final_congestion.png
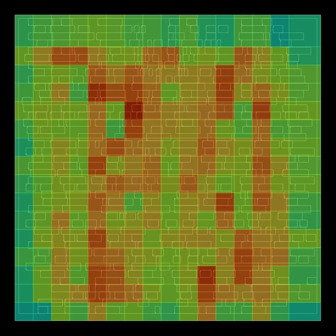
met4.png
Scale bar: 20 um.
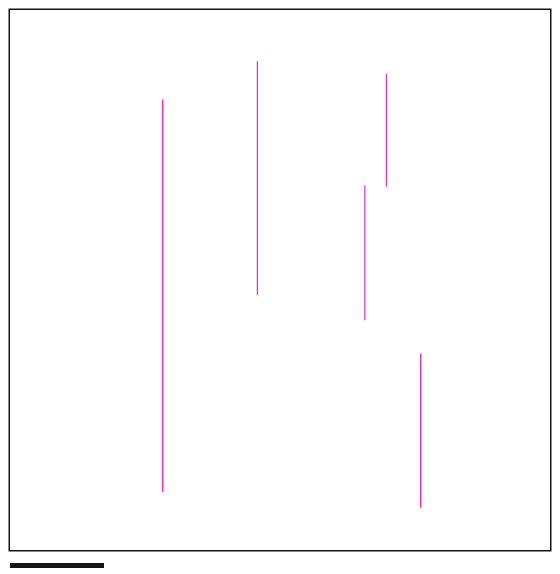
**src/rtl/sdp_ram_if.sv**
```systemverilog
// Write/read port bundle for sdp_ram: one write port, one always-enabled read port.
// The master drives addresses, data and enable; the slave returns registered read data.
interface sdp_ram_if #(
    parameter int DATA_W = 8,
    parameter int ADDR_W = 4
);
    logic              wr_en;
    logic [ADDR_W-1:0] wr_addr;
    logic [DATA_W-1:0] wr_data;
    logic [ADDR_W-1:0] rd_addr;
    logic [DATA_W-1:0] rd_data;

    modport master (
        output wr_en,
        output wr_addr,
        output wr_data,
        output rd_addr,
        input  rd_data
    );

    modport slave (
        input  wr_en,
        input  wr_addr,
        input  wr_data,
        input  rd_addr,
        output rd_data
    );
endinterface

```
**src/rtl/sdp_ram.sv**
```systemverilog
// Simple dual-port RAM on a single clock with registered read and same-address write bypass.
// Asynchronous reset clears both the read register and every stored word.
module sdp_ram #(
    parameter int DATA_W = 8,
    parameter int ADDR_W = 4,
    parameter int DEPTH  = 16
) (
    input logic      clk,
    input logic      rst_n,
    sdp_ram_if.slave bus
);
    // Addresses are zero-extended by one bit so DEPTH == 2**ADDR_W compares cleanly.
    localparam logic [ADDR_W:0] DEPTH_L = (ADDR_W + 1)'(DEPTH);

    logic [DATA_W-1:0] mem [DEPTH];
    logic              wr_hit;
    logic              rd_in_range;
    logic              bypass;
    logic [DATA_W-1:0] rd_next;

    always_comb begin
        wr_hit      = bus.wr_en && ({1'b0, bus.wr_addr} < DEPTH_L);
        rd_in_range = {1'b0, bus.rd_addr} < DEPTH_L;
        bypass      = wr_hit && (bus.wr_addr == bus.rd_addr);
        rd_next     = '0;
        if (bypass) begin
            rd_next = bus.wr_data;
        end else if (rd_in_range) begin
            rd_next = mem[bus.rd_addr];
        end
    end

    always_ff @(posedge clk or negedge rst_n) begin
        if (!rst_n) begin
            for (int i = 0; i < DEPTH; i++) begin
                mem[i] <= '0;
            end
        end else if (wr_hit) begin
            mem[bus.wr_addr] <= bus.wr_data;
        end
    end

    always_ff @(posedge clk or negedge rst_n) begin
        if (!rst_n) begin
            bus.rd_data <= '0;
        end else begin
            bus.rd_data <= rd_next;
        end
    end
endmodule

```
**src/flat_wrapper.sv**
```systemverilog
// flat-port wrapper written by rule: the top's interface ports become plain ports
module sdp_ram_flat 
#(
    parameter int DATA_W = 8,
    parameter int ADDR_W = 4,
    parameter int DEPTH  = 16
)
  (clk, rst_n, bus_wr_en, bus_wr_addr, bus_wr_data, bus_rd_addr, bus_rd_data);
  sdp_ram_if #(.DATA_W(DATA_W), .ADDR_W(ADDR_W)) bus_i ();
  input logic clk;
  input logic rst_n;
  input wire logic [$bits(bus_i.wr_en)-1:0] bus_wr_en;
  input wire logic [$bits(bus_i.wr_addr)-1:0] bus_wr_addr;
  input wire logic [$bits(bus_i.wr_data)-1:0] bus_wr_data;
  input wire logic [$bits(bus_i.rd_addr)-1:0] bus_rd_addr;
  output wire logic [$bits(bus_i.rd_data)-1:0] bus_rd_data;
  assign bus_i.wr_en = bus_wr_en;
  assign bus_i.wr_addr = bus_wr_addr;
  assign bus_i.wr_data = bus_wr_data;
  assign bus_i.rd_addr = bus_rd_addr;
  assign bus_rd_data = bus_i.rd_data;
  sdp_ram #(.DATA_W(DATA_W), .ADDR_W(ADDR_W), .DEPTH(DEPTH)) u_core (.clk(clk), .rst_n(rst_n), .bus(bus_i));
endmodule
```
**config.mk**
```make
export PLATFORM = sky130hd
export DESIGN_NAME = sdp_ram_flat
export DESIGN_NICKNAME = d
export VERILOG_FILES = /design/src/rtl/sdp_ram_if.sv /design/src/rtl/sdp_ram.sv /design/src/flat_wrapper.sv
export SDC_FILE = /design/constraint.sdc
export NUM_CORES = 1
export LEC_CHECK = 0
export CELL_PAD_IN_SITES_DETAIL_PLACEMENT = 1
export CELL_PAD_IN_SITES_GLOBAL_PLACEMENT = 1
export CORE_UTILIZATION = 49
export DETAILED_ROUTE_END_ITERATION = 6
export GPL_TIMING_DRIVEN = 0
export HOLD_SLACK_MARGIN = 0.1
export PLACE_DENSITY_LB_ADDON = 0.1
export SLEW_MARGIN = 5
export SYNTH_ARGS = -nofsm -noshare
export SYNTH_HDL_FRONTEND = slang
export SYNTH_SLANG_ARGS = --single-unit
```
**constraint.sdc**
```tcl
create_clock -name clk -period 2.2 [get_ports clk]
set_input_delay 0.44 -clock clk [delete_from_list [all_inputs] [get_ports clk]]
set_output_delay 0.44 -clock clk [all_outputs]
set_load 0.01 [all_outputs]
```
==> metrics.yaml <==
finish:
  areaGrowthSynthToFinish_pct: 16.02
  final_nets: 445
  finalInstanceArea_um2: 7322
  register_area_um2: 3403
  num_antenna_cells: 0
  logic_area_um2: 2775
  n_fill_cell: 1140
route:
  wl_mm: 14.19
  vias_per_cell: 5.724
  first_pass_iters: 4
  vias: 3480
  wire_per_inst_um: 23.34
  final_antenna_net_count: 0
setup_path:
  slowest_stage: "nor2_1"
  crit_required_ns: 2.50
  crit_buf_inv: 1
  slowest_delay_ns: 0.78
  crit_chain: "clkdlybuf4s50_1, nand3b_1, nor2_1, mux2_2"
  cp-end-kind: "flip-flop"
  start_kind: "primary input"
  path_class: "in -> reg"
  crit_fanout: 8
  crit_family: "simple AND/OR/NAND/NOR gates"
  crit_arrival_ns: 2.41
place:
  place_area_um2: 6775
  post-place-ws_ns: -0.3677
  dp_hpwl_mm: 9.392
grt:
  grt_pass1_wl_mm: 22.77
  grt_max_degree: 98
  antenna_found_initial: 0
  overflow: 0
min_path:
  hp-class: "in -> async"
final_timing:
  fin_crit_sh_pct: 96.02
  tightest_slew_ns: 0.9649
  setup_slack_ns: 0.08766
  rsz0062_at_grt: "no"
  fin_skew_ns: 0.005463
synth:
  synth_cells: 383
  area_leaders: "dfrtp_1 (54%), mux2_2 (24%), mux4_1 (11%)"
  syn-num-nets: 402
  yosysSeqAreaShare_pct: 53.93
  ys_types: 20
  syn_area_um2: 6311
  ys_chip_area_um2: 6311
  synth_flops: 136
  top_area_cell: "dfrtp_1"
  yosys.area.top_type_share_pct: 53.93
die:
  core_um2: 12570
  fp_util_pct: 50.21
  dieArea_um2: 13340
  io-pin-count: 27
  die_h_um: 115.5
job:
  tool_warnings: 26
power_and_ir_drop:
  p_leak_nw: 3.214
cts:
  clkLatencyLatePin_ns: 0.42
  cts_num_sinks: 136
  clockBufferDepth: 2
  post_cts.repair.setup_buffers: 0
  cts_tree: "yes"
  cts.clk_slew.worst_paths_ns: 0.06
outcome:
  status: "complete, no violations"
Notes on final_congestion.png above:
grt met2 use: 37.29%
busiest grt layer: met2
GRT Total Usage: 24.41%

Notes on met4.png above:
nets with wire on the layer: 2
main direction: vertical
share of all routed wire: 1.5%

[report_power, final]
group | total [mW] | internal [mW] | switching, mW
registers | 3.37 | 3.10 | 0.271
logic | 1.36 | 0.856 | 0.507
clock network | 2.58 | 1.59 | 0.985
[registers in the layout (all words and copies together) (netlist names)]
name and flops:
u_core.mem 128, u_core.bus.rd_data 8
[worst reg2reg max path: stages (launching register included)]
cell     delay [ns]
dfrtp_1        0.37
mux4_1         0.53
mux2i_1        0.29
mux2i_1        0.12
mux2_2         0.27
[synthesized netlist by cell type]
library cell / instances
mux2_2: 136
xor2_1: 3
mux4_1: 26
mux2i_1: 24
nor3b_1: 1
clkbuf_1: 16
buf_6: 4
nand2_1: 3
dfrtp_1: 136
xnor2_1: 1
buf_2: 3
or3_1: 2
nand3_1: 1
nand2b_1: 5
mux4_2: 6
buf_4: 2
nor2b_1: 1
nor4_4: 1
nand3b_1: 2
nor2_1: 10
[kinds of logic after synthesis]
logic type	synth area share [%]
flops	53.93
xor+xnor	0.5552
simple gates	2.339
mux	41.04
buf+inv	2.141
[per-stage QoR]
| step | utilization, % | hold slack, ns | cells | total power, mW | setup TNS (ns) |
|---|---|---|---|---|---|
| final | 58.26 | 0.4963 | 608 | 7.310 | 0 |
| after global routing | 58.26 | 0.5118 | 608 | 7.671 | 0 |
| after CTS | 58.24 | 0.4936 | 608 | 7.386 | 0 |
| after detailed placement | 53.91 | 0.3749 | 578 | 4.761 | -32.08 |
| after global placement | 53.68 | 0.4789 | 577 | 4.659 | -642.49 |
| after floorplan | - | 0.1444 | 383 | 4.278 | 0 |
[worst paths after layout]
check	startpoint	endpoint	slack, ns	depth (start not counted)
max in group asynchronous	rst_n	u_core.mem[41]$_DFFE_PN0P_	0.90	3
worst max register to register	u_core.mem[68]$_DFFE_PN0P_	u_core.bus.rd_data[4]$_DFF_PN0_	0.51	4
worst min register to register	u_core.mem[66]$_DFFE_PN0P_	u_core.mem[66]$_DFFE_PN0P_	0.50	1
worst max-delay path	bus_wr_addr[2]	u_core.mem[41]$_DFFE_PN0P_	0.09	4
min in group clk	u_core.mem[66]$_DFFE_PN0P_	u_core.mem[66]$_DFFE_PN0P_	0.50	1
worst min-delay path	rst_n	u_core.mem[115]$_DFFE_PN0P_	0.50	2
[cell type report]
class	instances	share of cell area, %
Sequential cell	136	46.48
Multi-Input combinational cell	222	37.90
Clock buffer	26	7.092
Timing Repair Buffer	24	3.537
Tap cell	172	2.939
Buffer	25	1.846
Clock inverter	3	0.2051
[repair_timing]
item                                   CTS  global route
endpoints found under the hold margin   39             0
hold buffers                             1             0
resized                                  0             1
setup endpoints to repair                0             8
[per-layer routing]
metal,track usage (%),vias up,wire (um)
li1,-,1535,-
met1,34.24,1885,6897
met2,37.29,44,6760
met3,5.439,16,318
met4,9.437,0,218
met5,0,-,0
No activity file was given, so power comes from the tool's default toggle rates.
